run_1/flops_by_reg.png
Scale: 8 px per um. Other sequential cells in the stronger gray, the rest of the logic in the fainter gray.
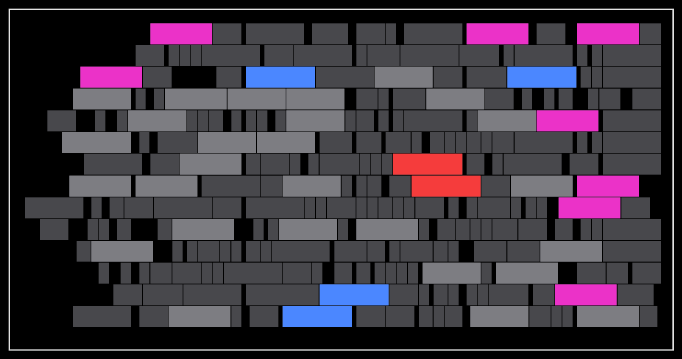
run_1/congestion.png
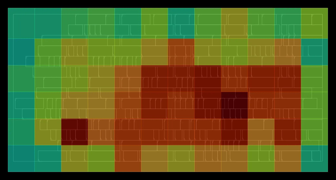
run_1/layer_met4.png
Scale: 8 px per um. Supply wires on this layer in gray.
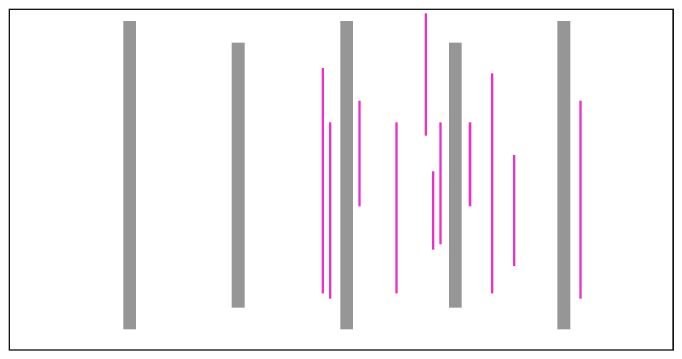
run_1/layer_met1.png
Scale: 10 px per um. Supply wires on this layer in gray.
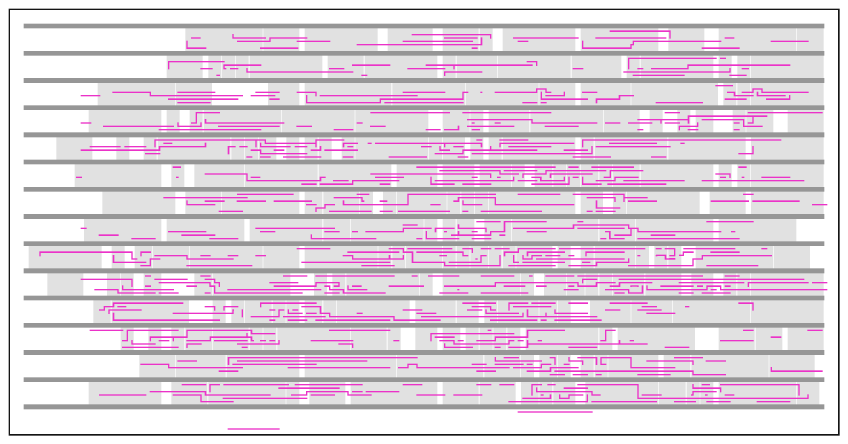
Design io_intr_ctrl, sky130hd; sources not shown.
==> flow_metrics.tcl, run 1 <==
# yosys + openroad results
set metrics [dict create \
    intPower_mw 3.127 \
    numCtsBuffers 5 \
    avgSynthCellArea_um2 8.019 \
    drt-initial-drc-count 177 \
    ff_type "dfxtp_1" \
    finalSetupViolCount 30 \
    p_total_mw 4.417 \
    end_kind "flip-flop" \
    ys_seq_share_pct 59.85 \
    core_area_um2 3048 \
    cts_tree "built" \
    edf_count 0 \
    powerClk_mw 1.38 \
    fin_nets 275 \
    fin_crit_sh_pct 120.2 \
    drtAntennaViolNets 0 \
    path_delay_family "simple AND/OR/NAND/NOR gates" \
    place_area_um2 2258 \
    gp_congestion 0.7589 \
    clk_share_pct 4.333 \
    synth_area_um2 1371 \
    hold_depth 3 \
    p_per_area_nw_per_um2 1719 \
    path_max_fanout 3 \
    final_area_um2 2570 \
    crit_cells 6 \
    ir_worst_vdd_mv 1.379 \
    grt_max_degree 19 \
    seq_cells 41 \
    synth_nets 201 \
    topCombFamilyByArea "simple AND/OR/NAND/NOR gates" \
    cts_setup_buffers 3 \
    vias_per_cell 5.087 \
    yosys-top-cells-count "47 x nor2_1, 41 x dfxtp_1, 27 x inv_1" \
    synth_cells 171 \
    dominant_cells "buffers" \
    drv_slew 0 \
    instances_no_fill 286 \
    path_class "reg -> reg" \
    muxShareOfSynthArea_pct 0 \
    lay_top_cells "45 x nor2_1, 27 x clkdlybuf4s50_1, 26 x inv_1, 26 x buf_12, 20 x dfxtp_2" \
    r2r_cells 6 \
    htree_num_levels 2 \
    violations "negative setup slack" \
    route.met2.wl_mm 2.557 \
    dr.pass1.iters 4 \
    maxCapViolCount 0 \
    crit_buf_inv 1 \
    lay_top_count "nor2_1" \
    dp_cells 268 \
    cts_hold_repair.buffers 0 \
    p_comb_share_pct 24.9 \
    tightest_slew_ns 0.2505 \
    drc 0 \
    nWellTaps 40 \
    xor_area_share_pct 0 \
    period_needed_ns 1.142 \
    timing.final.ws_setup_ns -0.1916 \
    pwr-share-clk_pct 31.1 \
    p_switching_mw 1.290 \
    cp_slowest_stage_delay_ns 0.36 \
    fp-utilization_pct 44.99 \
    async_reset_ff_share_pct 0 \
    setup_tns_ns -1.702 \
    top_area_cell "dfxtp_1" \
    hold_violations 0 \
    antenna_cells 0 \
    grt.overflow.total 0 \
    top_layer "met4" \
    pg_comb_mw 1.10 \
    dpl_worst_slack_ns -0.2825 \
    path_clk_slew_ns 0.08 \
    area_leaders "dfxtp_1 60%, nor2_1 13%, inv_1 7.4%" \
    n_all_inverters 29 \
    nonClkBufAreaFrac_pct 37.15 \
    logic_area_um2 462.9 \
    maxPowerGroup "registers" \
    antenna_found_initial 0 \
    ctsRootBufferMaster "clkbuf_8" \
    cts-resized-gates 36 \
    clk_path_buf_depth 2 \
    crit_chain "nand2_1 -> nand2_2 -> nand2_2 -> nand2_4 -> o21ai_1 -> inv_1" \
    seq-power_mw 1.94 \
    fmax_mhz 875.9 \
    cp-start-kind "flip-flop" \
    grt_pass1_vias 1369 \
    place.port_buffers 53 \
    fa_ha_area_share_pct 0 \
    status "complete, but fails checks" \
    simple_gate_area_share_pct 24.09 \
    cp_common_cell "nand2_2" \
]
-- flops_by_reg.png (at the start) --
Key: red = intr_id [sequential cells 2]; magenta = data_to_cpu [sequential cells 8]; blue = pending [sequential cells 4]
Another 27 sequential cells are not colored.
final core utilization: 84.32%
Reg area: 872.1 um^2
sequential portion of the cell area: 33.93%

-- congestion.png (at the start) --
Global Route Usage Sum: 25.16%
met2 Usage GRT: 47.38%
met1 usage: 25.89%
grt met3 use: 7.874%
GRT Max-Usage Layer: met2

-- layer_met4.png (at the start) --
11 nets have wire on it. The wires run mostly vertical. The layer holds 3.9% of the routed length. The longest straight run is 27.9 um. The layer carries 199 um of wire.
Vias: 1455
wirelength, routed: 5.073 mm

-- layer_met1.png (at the start) --
The layer carries 1990 um of wire. The wires run mostly horizontal. The longest straight run is 19.8 um. 246 nets have wire on it.

## Run 2: what changed since run 1
--- a/config.mk
+++ b/config.mk
@@ -7,6 +7,7 @@
 export LEC_CHECK = 0
 export ABC_AREA = 1
 export ABC_CLOCK_PERIOD_IN_PS = 950
+export CAP_MARGIN = 20
 export CORE_ASPECT_RATIO = 0.5
 export CORE_UTILIZATION = 42
 export CTS_CLUSTER_DIAMETER = 120
run_2/flops_by_reg.png
Scale: 8 px per um. Other sequential cells in the stronger gray, the rest of the logic in the fainter gray.
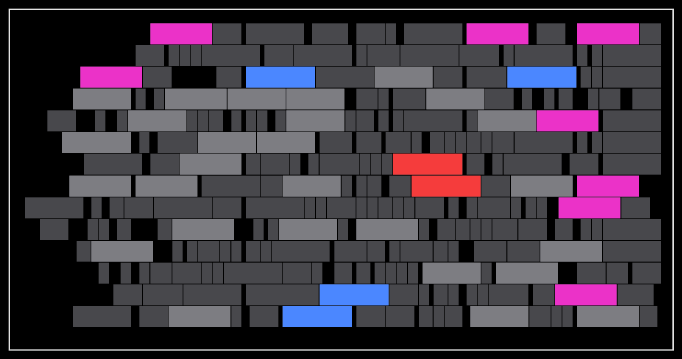
Key: magenta = data_to_cpu [sequential cells 8]; blue = pending [sequential cells 4]; red = intr_id [sequential cells 2]
Another 27 sequential cells are not colored.
P_seq: 1.94 mW

==> flow_metrics.tcl, run 2 <==
# yosys + openroad results
set metrics [dict create \
    status "complete, but fails checks" \
    violations "negative setup slack" \
    clk_share_pct 4.333 \
    met3_usage_pct 7.874 \
    fmax_mhz 875.9 \
    fp-utilization_pct 44.99 \
    topCombFamilyByArea "simple AND/OR/NAND/NOR gates" \
    drv_slew 0 \
    simple_gate_area_share_pct 24.09 \
    dp_cells 268 \
    crit_cells 6 \
    busiest_layer "met2" \
    path_max_fanout 3 \
    lay_top_cells "45 x nor2_1, 27 x clkdlybuf4s50_1, 26 x inv_1, 26 x buf_12, 20 x dfxtp_2" \
    crit_chain "nand2_1 -> nand2_2 -> nand2_2 -> nand2_4 -> o21ai_1 -> inv_1" \
    seq_cells 41 \
    cts-resized-gates 36 \
    muxShareOfSynthArea_pct 0 \
    final_area_um2 2570 \
    synth_cells 171 \
    intPower_mw 3.127 \
    core_area_um2 3048 \
    vias_per_cell 5.087 \
    top_area_cell "dfxtp_1" \
    place_area_um2 2258 \
    ys_seq_share_pct 59.85 \
    clk_path_buf_depth 2 \
    grtUsageMet2_pct 47.38 \
    grt_usage_pct 25.16 \
    p_per_area_nw_per_um2 1719 \
    p_total_mw 4.417 \
    antenna_found_initial 0 \
    async_reset_ff_share_pct 0 \
    yosys-top-cells-count "47 x nor2_1, 41 x dfxtp_1, 27 x inv_1" \
    period_needed_ns 1.142 \
    crit_buf_inv 1 \
    lay_top_count "nor2_1" \
    numCtsBuffers 5 \
    ir_worst_vdd_mv 1.379 \
    maxPowerGroup "registers" \
    seq_share_pct 33.93 \
    routed_wl_mm 5.073 \
    nWellTaps 40 \
    p_comb_share_pct 24.9 \
    timing.final.ws_setup_ns -0.1916 \
    fin_crit_sh_pct 120.2 \
    pwr-share-clk_pct 31.1 \
    htree_num_levels 2 \
    tightest_slew_ns 0.2505 \
    dr.pass1.iters 4 \
    fin_util_pct 84.32 \
    finalSetupViolCount 30 \
    dr_total_vias 1455 \
    hold_depth 3 \
    grt.overflow.total 0 \
    nonClkBufAreaFrac_pct 37.15 \
    logic_area_um2 462.9 \
    path_clk_slew_ns 0.08 \
    cp_common_cell "nand2_2" \
    gp_congestion 0.7589 \
    path_delay_family "simple AND/OR/NAND/NOR gates" \
    cp_slowest_stage_delay_ns 0.36 \
    grt_max_degree 19 \
    maxCapViolCount 0 \
    edf_count 0 \
    route.met2.wl_mm 2.557 \
    end_kind "flip-flop" \
    synth_area_um2 1371 \
    place.port_buffers 53 \
    powerClk_mw 1.38 \
    pg_comb_mw 1.10 \
    dominant_cells "buffers" \
    avgSynthCellArea_um2 8.019 \
]
No activity file was given, so power comes from the tool's default toggle rates.
